### src/rtl/gfsk_tx_controller.sv
// Front-end sequencer for gfsk_modulation: loads the Gaussian FIR taps, then
// serialises a length-prefixed byte stream (LSB first) at one bit per symbol
// period and waits for the modulator to drain before reporting completion.
module gfsk_tx_controller #(
  parameter int unsigned SAMPLE_PER_SYMBOL      = 8,
  parameter int unsigned GAUSS_FILTER_BIT_WIDTH = 16,
  parameter int unsigned NUM_UNIQUE_TAP         = 9,
  parameter int unsigned DRAIN_TIMEOUT          = 256
) (
  input  logic                                     clk,
  input  logic                                     rst,
  input  logic                                     cfg_start,
  input  logic signed [GAUSS_FILTER_BIT_WIDTH-1:0] tap_in_value,
  input  logic                                     tap_in_valid,
  output logic                                     tap_in_ready,
  output logic                                     cfg_done,
  output logic        [3:0]                        gauss_filter_tap_index,
  output logic signed [GAUSS_FILTER_BIT_WIDTH-1:0] gauss_filter_tap_value,
  input  logic                                     tx_start,
  input  logic        [7:0]                        tx_len,
  input  logic        [7:0]                        byte_in,
  input  logic                                     byte_in_valid,
  output logic                                     byte_in_ready,
  output logic                                     phy_bit,
  output logic                                     bit_valid,
  output logic                                     bit_valid_last,
  input  logic                                     mod_valid_last,
  output logic                                     busy,
  output logic                                     done,
  output logic                                     err
);

  localparam int unsigned SymW   = (SAMPLE_PER_SYMBOL > 2) ? $clog2(SAMPLE_PER_SYMBOL) : 1;
  localparam int unsigned DrainW = (DRAIN_TIMEOUT > 2) ? $clog2(DRAIN_TIMEOUT) : 1;
  localparam logic [SymW-1:0]   SymLast   = SymW'(SAMPLE_PER_SYMBOL - 1);
  localparam logic [DrainW-1:0] DrainLast = DrainW'(DRAIN_TIMEOUT - 1);
  localparam logic [3:0]        TapLast   = 4'(NUM_UNIQUE_TAP - 1);

  typedef enum logic [2:0] {StIdle, StCfg, StLoad, StSend, StDrain} state_e;

  state_e                                state_q, state_d;
  logic        [3:0]                     tap_cnt_q, tap_cnt_d;
  logic                                  cfg_done_q, cfg_done_d;
  logic        [3:0]                     tap_idx_q, tap_idx_d;
  logic signed [GAUSS_FILTER_BIT_WIDTH-1:0] tap_val_q, tap_val_d;
  logic        [7:0]                     shift_q, shift_d;
  logic        [7:0]                     buf_q, buf_d;
  logic                                  buf_full_q, buf_full_d;
  logic        [2:0]                     bit_cnt_q, bit_cnt_d;
  logic        [SymW-1:0]                sym_cnt_q, sym_cnt_d;
  logic        [7:0]                     rem_q, rem_d;  // bytes not yet fetched
  logic        [DrainW-1:0]              drain_cnt_q, drain_cnt_d;
  logic                                  done_q, done_d;
  logic                                  err_q, err_d;

  logic tap_hs, byte_rdy, byte_hs, sym_wrap, in_send;

  assign in_send  = (state_q == StSend);
  assign tap_hs   = (state_q == StCfg) && tap_in_valid;
  assign byte_rdy = (state_q == StLoad) || (in_send && !buf_full_q && (rem_q != 8'd0));
  assign byte_hs  = byte_rdy && byte_in_valid;
  assign sym_wrap = (sym_cnt_q == SymLast);

  // Next-state and datapath updates
  always_comb begin
    state_d     = state_q;
    tap_cnt_d   = tap_cnt_q;
    cfg_done_d  = cfg_done_q;
    tap_idx_d   = tap_idx_q;
    tap_val_d   = tap_val_q;
    shift_d     = shift_q;
    buf_d       = buf_q;
    buf_full_d  = buf_full_q;
    bit_cnt_d   = bit_cnt_q;
    sym_cnt_d   = sym_cnt_q;
    rem_d       = rem_q;
    drain_cnt_d = drain_cnt_q;
    done_d      = 1'b0;
    err_d       = 1'b0;

    unique case (state_q)
      StIdle: begin
        if (cfg_start) begin
          state_d    = StCfg;
          tap_cnt_d  = 4'd0;
          cfg_done_d = 1'b0;
        end else if (tx_start && cfg_done_q && (tx_len != 8'd0)) begin
          state_d = StLoad;
          rem_d   = tx_len;
        end
      end
      StCfg: begin
        if (tap_hs) begin
          tap_idx_d = tap_cnt_q;
          tap_val_d = tap_in_value;
          tap_cnt_d = tap_cnt_q + 4'd1;
          if (tap_cnt_q == TapLast) begin
            cfg_done_d = 1'b1;
            state_d    = StIdle;
          end
        end
      end
      StLoad: begin
        if (byte_hs) begin
          shift_d   = byte_in;
          bit_cnt_d = 3'd0;
          sym_cnt_d = '0;
          rem_d     = rem_q - 8'd1;
          state_d   = StSend;
        end
      end
      StSend: begin
        sym_cnt_d = sym_wrap ? '0 : sym_cnt_q + 1'b1;
        if (byte_hs) begin
          buf_d      = byte_in;
          buf_full_d = 1'b1;
          rem_d      = rem_q - 8'd1;
        end
        if (sym_wrap) begin
          if (bit_cnt_q != 3'd7) begin
            bit_cnt_d = bit_cnt_q + 3'd1;
          end else if (buf_full_q) begin
            shift_d    = buf_q;
            buf_full_d = 1'b0;
            bit_cnt_d  = 3'd0;
          end else if (byte_hs) begin
            // Byte arrived on the very last cycle: use it directly, no underrun.
            shift_d    = byte_in;
            buf_full_d = 1'b0;
            bit_cnt_d  = 3'd0;
          end else if (rem_q != 8'd0) begin
            done_d  = 1'b1;
            err_d   = 1'b1;
            state_d = StIdle;
          end else begin
            state_d     = StDrain;
            drain_cnt_d = '0;
          end
        end
      end
      StDrain: begin
        drain_cnt_d = drain_cnt_q + 1'b1;
        if (mod_valid_last) begin
          done_d  = 1'b1;
          state_d = StIdle;
        end else if (drain_cnt_q == DrainLast) begin
          done_d  = 1'b1;
          err_d   = 1'b1;
          state_d = StIdle;
        end
      end
      default: state_d = StIdle;
    endcase
  end

  // State register with synchronous reset
  always_ff @(posedge clk) begin
    if (rst) begin
      state_q     <= StIdle;
      tap_cnt_q   <= 4'd0;
      cfg_done_q  <= 1'b0;
      tap_idx_q   <= 4'd0;
      tap_val_q   <= '0;
      shift_q     <= 8'd0;
      buf_q       <= 8'd0;
      buf_full_q  <= 1'b0;
      bit_cnt_q   <= 3'd0;
      sym_cnt_q   <= '0;
      rem_q       <= 8'd0;
      drain_cnt_q <= '0;
      done_q      <= 1'b0;
      err_q       <= 1'b0;
    end else begin
      state_q     <= state_d;
      tap_cnt_q   <= tap_cnt_d;
      cfg_done_q  <= cfg_done_d;
      tap_idx_q   <= tap_idx_d;
      tap_val_q   <= tap_val_d;
      shift_q     <= shift_d;
      buf_q       <= buf_d;
      buf_full_q  <= buf_full_d;
      bit_cnt_q   <= bit_cnt_d;
      sym_cnt_q   <= sym_cnt_d;
      rem_q       <= rem_d;
      drain_cnt_q <= drain_cnt_d;
      done_q      <= done_d;
      err_q       <= err_d;
    end
  end

  // Outputs decoded purely from registered state
  always_comb begin
    tap_in_ready           = (state_q == StCfg);
    cfg_done               = cfg_done_q;
    gauss_filter_tap_index = tap_idx_q;
    gauss_filter_tap_value = tap_val_q;
    byte_in_ready          = byte_rdy;
    phy_bit                = in_send & shift_q[bit_cnt_q];
    bit_valid              = in_send && (sym_cnt_q == '0);
    // Final bit: last bit of a byte with nothing fetched or buffered behind it.
    bit_valid_last         = bit_valid && (bit_cnt_q == 3'd7) && (rem_q == 8'd0) && !buf_full_q;
    busy                   = (state_q != StIdle);
    done                   = done_q;
    err                    = err_q;
  end

endmodule

### config.mk
export PLATFORM = sky130hd
export DESIGN_NAME = gfsk_tx_controller
export DESIGN_NICKNAME = d
export VERILOG_FILES = /design/src/rtl/gfsk_tx_controller.sv
export SDC_FILE = /design/constraint.sdc
export NUM_CORES = 1
export LEC_CHECK = 0
export CORE_MARGIN = 1
export CORE_UTILIZATION = 55
export CTS_CLUSTER_DIAMETER = 30
export CTS_CLUSTER_SIZE = 14
export DETAILED_ROUTE_END_ITERATION = 10
export PLACE_DENSITY_LB_ADDON = 0.3
export SYNTH_ARGS = -nofsm -noshare
export SYNTH_HDL_FRONTEND = slang
export SYNTH_SLANG_ARGS = --single-unit
### constraint.sdc
create_clock -name clk -period 4.05 [get_ports clk]
set_clock_uncertainty 0.2 [all_clocks]
set_input_delay 0.6075 -clock clk [delete_from_list [all_inputs] [get_ports clk]]
set_output_delay 0.6075 -clock clk [all_outputs]
set_load 0.02 [all_outputs]
**Supply network**

Pins as bars on the die edge. Tap cells in gray.
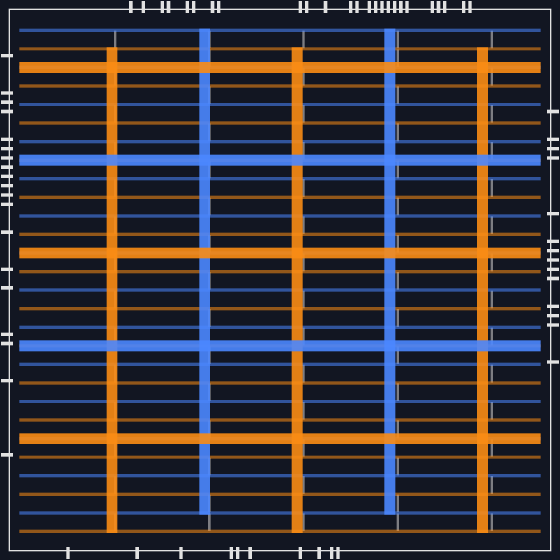
Key: VDD = blue; VSS = orange
The core has 27 rows. 5 straps on met5. 72 tap cells. 5 straps on met4.
peak supply drop: 0.212 mV
core region area: 5610 sq um

==> flow_summary.json <==
{
  "grt_max_degree": 55,
  "timing.reg2reg.setup_slack_ps": 1400,
  "cp.arrival_ps": 2600,
  "place_area_sq_um": 3950,
  "stdcell_area_sq_um": 4100,
  "drc": 0,
  "min_period_ps": 3400,
  "cts_buffer_depth": 2,
  "synthTopCellsByCount": "dfxtp_1 (69), nand2_1 (67), a21oi_1 (41), nor2_1 (39), clkbuf_1 (14)",
  "n_fill_cell": 459,
  "seq_cell_power_mw": 0.693,
  "cts_buffers": 9,
  "nets": 497,
  "post_cts_buffers": 0,
  "swShare_pct": 23.6,
  "synthAoiAreaFrac_pct": 18.5,
  "synth.net_count": 439,
  "min_from": "gauss_filter_tap_value[5]$_SDFFE_PP0P_",
  "synth_area_sq_um": 3270,
  "hold_ws_ps": 253,
  "comb_power_share_pct": 8.6,
  "max_stage_delay_ps": 760,
  "die_w_um": 79.1,
  "worstPathRequired_ps": 3240,
  "placement.io_buffers": 67,
  "ys_area_sq_um": 3270,
  "yosys.stat.seqShare_pct": 42.2,
  "status": "complete, no violations",
  "hold_viol": 0,
  "synth_warnings": 0,
  "rows": 27
}
**Signal wires on met2**

Scale bar: 20 um.
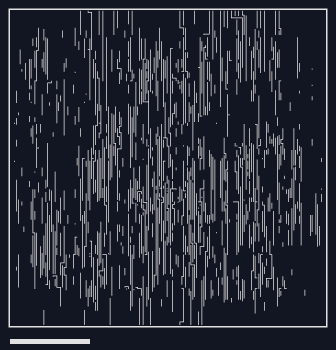
The longest straight run is 24.0 um. 418 nets have wire on it. The layer carries 3600 um of wire. The wires run mostly vertical. The layer holds 48% of the routed length.
via count: 3039
Routed Wire Length: 7490 um

[placed cells by master (no fill, tap or decap), types with 3 or more instances in the layout]
master and instances:
dfxtp_1 69, nand2_1 67, clkdlybuf4s50_1 66, a21oi_1 41, nor2_1 39, mux2i_1 11, a22oi_1 10, o21ai_1 10
inv_1 9, nor3_1 9, nor4_1 9, ha_1 9, clkbuf_8 9, o22ai_1 8, nand3_1 7, xnor2_1 6
nand3b_1 5, a211oi_1 5, nand2b_1 4, or2_1 4, o21ai_0 4, a31oi_1 3, clkinv_2 3
[per-stage QoR]
step           util, %  setup WS (ps)  total power, mW  std cells
5_1_grt           73.0            473             1.31        524
2_1_floorplan        -           1700            0.753        391
6_report          73.0            647             1.25        524
3_3_place_gp      70.4           1120            0.814        510
3_5_place_dp      70.4           1040            0.815        510
4_1_cts           73.0            661             1.26        524
[area by class of cell]
| cell class | count | share of cell area, % |
|---|---|---|
| clock buffer | 11 | 3.21 |
| clock inverter | 3 | 0.367 |
| inverter | 10 | 0.917 |
| sequential | 69 | 33.7 |
| multi-input combinational | 291 | 43.1 |
| timing repair buffer | 68 | 16.4 |
| tap | 72 | 2.20 |
[worst max-delay path, delay by kind of cell (launching register included)]
family,cells,cell delay (ps)
simple gates,3,840
buf+inv,1,650
flops,1,760
[sequential cells by signal (all words and copies together) (netlist names), 3 cells and up]
name / count
bit_cnt_q: 3
buf_q: 8
drain_cnt_q: 8
gauss_filter_tap_index: 4
gauss_filter_tap_value: 16
rem_q: 8
shift_q: 8
state_q: 3
sym_cnt_q: 3
tap_cnt_q: 4
[routing by layer]
layer	vias up	part of all wire [%]	GRT usage, %
li1	1505	-	-
met5	-	0	0
met2	106	48	42.8
met4	0	1.8	11.3
met1	1413	45	32.9
met3	15	5.4	4.83
Power figures rest on the tool's default switching activity, not on a simulated workload.
